==> config.mk <==
export PLATFORM = sky130hd
export DESIGN_NAME = attempt_sequencer
export DESIGN_NICKNAME = d
export VERILOG_FILES = /design/src/rtl/attempt_sequencer.sv
export SDC_FILE = /design/constraint.sdc
export NUM_CORES = 1
export LEC_CHECK = 0
export CAP_MARGIN = 0
export CORE_AREA = 2 2 39 41
export DETAILED_ROUTE_END_ITERATION = 8
export DIE_AREA = 0 0 41 43
export GPL_TIMING_DRIVEN = 1
export PLACE_DENSITY = 0.37
export SLEW_MARGIN = 10
export SYNTH_ARGS = -nofsm -noshare
export SYNTH_HDL_FRONTEND = slang
export SYNTH_SLANG_ARGS = --single-unit
==> constraint.sdc <==
create_clock -name clk -period 1.35 [get_ports clk]
set_clock_uncertainty 0.05 [all_clocks]
set_input_delay 0.2025 -clock clk [delete_from_list [all_inputs] [get_ports clk]]
set_output_delay 0.2025 -clock clk [all_outputs]
set_load 0.02 [all_outputs]
==> src/rtl/attempt_sequencer.sv <==
// Gates receive strobes to the matcher, forwards its verdict to UART TX and, when
// ATTEMPT_LOCKOUT_EN is defined, locks out after MAX_FAILS consecutive failures.
module attempt_sequencer #(
    parameter logic [3:0]  MAX_FAILS      = 4'd3,
    parameter logic [23:0] LOCKOUT_CYCLES = 24'd12000000
) (
    input  logic clk,
    input  logic rst,
    input  logic rx_bit_valid_in,
    input  logic rx_byte_start_in,
    output logic m_rx_bit_valid_now,
    output logic m_rx_byte_start,
    input  logic m_tx_trigger,
    input  logic m_tx_which_byte,
    output logic m_tx_done,
    output logic tx_trigger,
    output logic tx_which_byte,
    input  logic tx_done,
    output logic locked
);

    typedef enum logic [2:0] {
        ST_PASS,
        ST_RESULT,
        ST_TXWAIT,
        ST_LOCKOUT,
        ST_NAKWAIT
    } state_t;

    state_t state_p0, state_nx;
    logic   which_p0, which_nx;
    logic   trig_p0, trig_nx;
    logic   mdone_p0, mdone_nx;

`ifdef ATTEMPT_LOCKOUT_EN
    localparam logic [3:0]  FAIL_LIMIT = (MAX_FAILS == 4'd0) ? 4'd1 : MAX_FAILS;
    localparam logic [23:0] TIMER_LOAD = (LOCKOUT_CYCLES == 24'd0) ? 24'd0
                                                                   : LOCKOUT_CYCLES - 24'd1;

    logic [3:0]  fail_cnt_p0, fail_cnt_nx, fail_inc;
    logic [23:0] timer_p0, timer_nx;

    function automatic logic [3:0] sat_inc4(input logic [3:0] v);
        return (v == 4'hF) ? v : v + 4'd1;
    endfunction

    function automatic logic [23:0] sat_dec24(input logic [23:0] v);
        return (v == 24'd0) ? v : v - 24'd1;
    endfunction

    assign fail_inc = sat_inc4(fail_cnt_p0);
`else
    logic cfg_unused;
    assign cfg_unused = ^{MAX_FAILS, LOCKOUT_CYCLES};
`endif

    always_comb begin
        state_nx = state_p0;
        which_nx = which_p0;
        trig_nx  = 1'b0;
        mdone_nx = 1'b0;
`ifdef ATTEMPT_LOCKOUT_EN
        fail_cnt_nx = fail_cnt_p0;
        timer_nx    = timer_p0;
`endif
        case (state_p0)
            ST_PASS: begin
                if (m_tx_trigger) begin
                    which_nx = m_tx_which_byte;
                    trig_nx  = 1'b1;
                    state_nx = ST_RESULT;
                end
            end
            ST_RESULT: state_nx = ST_TXWAIT;
            ST_TXWAIT: begin
                if (tx_done) begin
                    mdone_nx = 1'b1;
                    state_nx = ST_PASS;
`ifdef ATTEMPT_LOCKOUT_EN
                    // which_p0 still holds the verdict captured when this send began
                    if (which_p0) begin
                        fail_cnt_nx = 4'd0;
                    end else if (fail_inc >= FAIL_LIMIT) begin
                        fail_cnt_nx = 4'd0;
                        timer_nx    = TIMER_LOAD;
                        state_nx    = ST_LOCKOUT;
                    end else begin
                        fail_cnt_nx = fail_inc;
                    end
`endif
                end
            end
`ifdef ATTEMPT_LOCKOUT_EN
            ST_LOCKOUT: begin
                // expiry takes priority over a byte start arriving on the same cycle
                if (timer_p0 == 24'd0) begin
                    state_nx = ST_PASS;
                end else begin
                    timer_nx = timer_p0 - 24'd1;
                    if (rx_bit_valid_in && rx_byte_start_in) begin
                        which_nx = 1'b0;
                        trig_nx  = 1'b1;
                        state_nx = ST_NAKWAIT;
                    end
                end
            end
            ST_NAKWAIT: begin
                timer_nx = sat_dec24(timer_p0);
                if (tx_done) state_nx = (timer_p0 != 24'd0) ? ST_LOCKOUT : ST_PASS;
            end
`endif
            default: state_nx = ST_PASS;
        endcase
    end

    always_ff @(posedge clk) begin
        if (rst) begin
            state_p0 <= ST_PASS;
            which_p0 <= 1'b1;
            trig_p0  <= 1'b0;
            mdone_p0 <= 1'b0;
`ifdef ATTEMPT_LOCKOUT_EN
            fail_cnt_p0 <= 4'd0;
            timer_p0    <= 24'd0;
`endif
        end else begin
            state_p0 <= state_nx;
            which_p0 <= which_nx;
            trig_p0  <= trig_nx;
            mdone_p0 <= mdone_nx;
`ifdef ATTEMPT_LOCKOUT_EN
            fail_cnt_p0 <= fail_cnt_nx;
            timer_p0    <= timer_nx;
`endif
        end
    end

    assign m_rx_bit_valid_now = (state_p0 == ST_PASS) && rx_bit_valid_in;
    assign m_rx_byte_start    = (state_p0 == ST_PASS) && rx_byte_start_in;
    assign tx_trigger         = trig_p0;
    assign tx_which_byte      = which_p0;
    // held high for the whole reset so an un-reset matcher drops back to idle
    assign m_tx_done          = rst || mdone_p0;
`ifdef ATTEMPT_LOCKOUT_EN
    assign locked = (state_p0 == ST_LOCKOUT) || (state_p0 == ST_NAKWAIT);
`else
    assign locked = 1'b0;
`endif

endmodule
Clock nets:
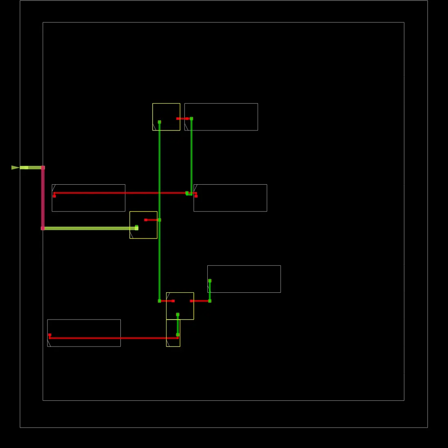
TritonCTS Buffers: 3
flop count: 5
Clk power: 0.169 mW

Metal layers overlaid:
Scale bar: 10 um.
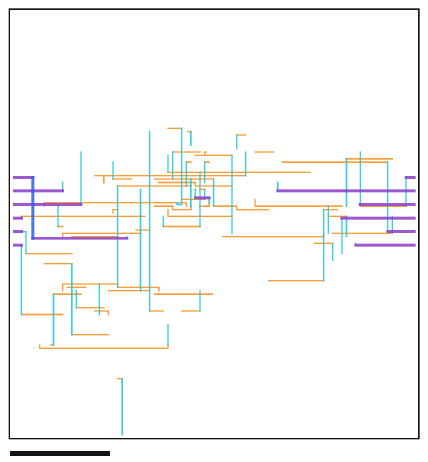
- blue: met4 (wire length 6.10 um)
- cyan: met2 (wire length 169 um)
- purple: met3 (wire length 61.9 um)
- orange: met1 (wire length 252 um)
Total GRT Usage: 7.24%
final wirelength: 488 um

Close-up of the layout:
Region (0, 1) to (20, 21) um. Cells in grey, sequential cells in the stronger grey; small squares are vias.
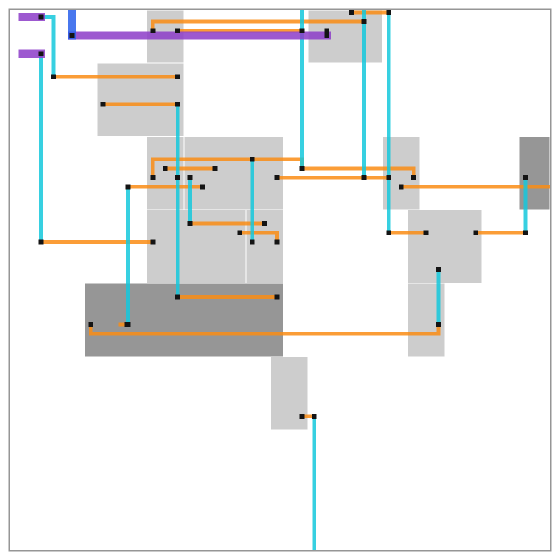
- blue: met4
- orange: met1
- purple: met3
- cyan: met2
- cells with their middle in the window: 12
- sequential cells in the window: 1
- most frequent: nor2_1 (4), clkbuf_4 (2)
- netlist names of flops here include: tx_which_byte (1)

Routed clock nets over the placement:
Scale bar: 10 um.
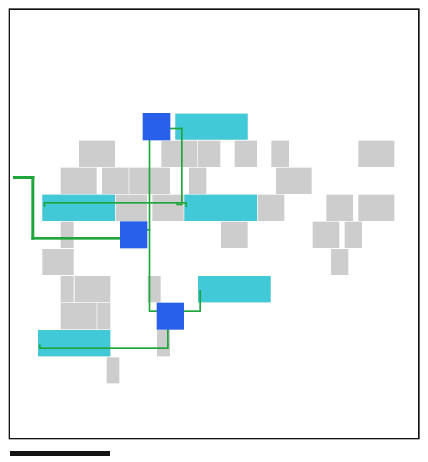
- cyan: flip-flops (count 5)
- blue: cells driving clock nets (count 3)
- green: clock wires (length 82.4 um)
- flops lie: middle
worst skew pair latency: 0.24 ns
clock power share: 41.3%

Power grid:
Pins as bars on the die edge. Tap cells in grey.
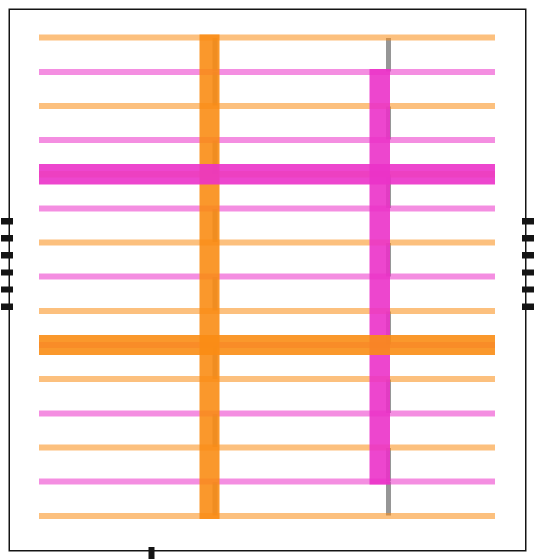
- magenta: VDD
- orange: VSS
- met4 straps: 2
- met5 straps: 2
- met1 rails: 15
Max IR drop VDD: 446 uV
die height: 43 um
Die X: 41 um
area of the core: 1380 um^2

==> GITHUB_STEP_SUMMARY <==
## Implementation flow summary

| Metric | Value |
|---|---|
| Post-Synthesis Cells | 20 |
| Power Dens Cells | 1160 nW/um^2 |
| Worst-path maximum fanout | 2 |
| Final TNS setup | 0 ns |
| Avg Inst Size Synth | 9.95 um^2 |
| Share of cells above drive strength 1 | 27.0% |
| Tally of filler cells in the layout | 155 |
| Status | finished, final reports clean |
| Synth-to-Final Area Change | 77.4% |
| Flip-flops with a built-in enable | 0 |
| Initial antenna violation count | 0 |
| Unrepaired setup endpoints after global routing | false |
| Synth top cell by count | dfxtp_1 |
| Post-route ant nets | 0 |
| Post-layout util | 25.5% |
| Clock transition at path regs | 0.04 ns |
| Synth Seq Share | 50.3% |
| Diode count | 0 |
| Synthesized area | 199 um^2 |
| Synth warnings | 0 |
| Initial DRC count | 2 |
| WL/cell | 9.21 um |
| Clk Tree Root Cell | clkbuf_4 |
| GPL Wtd Cong | 0.661 |
| Clock sinks | 5 |
| Chip area from the yosys synthesis statistics | 199 um^2 |
| Cell Type Count | 12 |
| Via Count | 199 |
| Log Warnings | 26 |
| Max-cap violation count | 0 |
| Depth of the CTS H-tree | 1 |
| Synth area leader | dfxtp_1 |
| # rows | 14 |
| Ys flops | 5 |
| Via density | 3.75 |
worst paths after layout:
check,startpoint,end,slack [ns],cells after the start
max,rst,m_tx_done,0.08,3
min,tx_which_byte,tx_which_byte,0.47,2
max reg2reg,state_p0[1],tx_which_byte,0.20,3
min reg2reg,tx_which_byte,tx_which_byte,0.47,2
layout make-up:
class | count | area share [%]
Sequential cell | 5 | 28.4
Timing Repair Buffer | 14 | 32.6
Multi-Input combinational cell | 14 | 25.9
Clock buffer | 4 | 7.45
Tap cell | 16 | 5.67
state kept, by name, indices dropped and copies added (netlist names):
signal         cells
tx_trigger         1
mdone_p0           1
state_p0           2
tx_which_byte      1
power breakdown:
part	internal, mW	switching (mW)	leakage, nW
Sequential	0.157	0.00407	0.0411
Clock	0.112	0.0575	0.0150
Combinational	0.0426	0.0367	0.0973
timing repair:
action	CTS	global route
gates resized	16	0
buffers inserted	0	0
hold endpoints to repair	0	0
endpoints found under the setup margin	5	0
through the flow:
step / std cells / area (um^2) / setup slack [ns]
detailed placement: 49 / 344 / -0.359
finish: 53 / 353 / 0.0829
global placement: 49 / 344 / -0.344
floorplan: 20 / 199 / 0.235
global route: 53 / 353 / 0.0180
CTS: 53 / 353 / 0.0813
critical path, stage by stage:
cell and delay, ns:
clkdlybuf4s50_1 0.43, or2_1 0.22, buf_2 0.16
logic make-up (layout without fill, tap and decap cells):
group | after synthesis | count (layout) | share of synthesized area, %
simple gates | 11 | 11 | 36.5
other cells | 1 | 1 | 1.88
buf+inv | 1 | 18 | 3.77
mux | 1 | 1 | 5.03
compound gates | 1 | 1 | 2.51
flops | 5 | 5 | 50.3
layer usage:
metal	routed length (um)	vias to the layer above	track usage, %
met4	6	0	8.00
met5	0	-	0
met2	169	14	8.75
li1	-	99	-
met3	61	2	4.19
met1	251	84	7.74
Power is estimated from default activity; no workload was simulated.
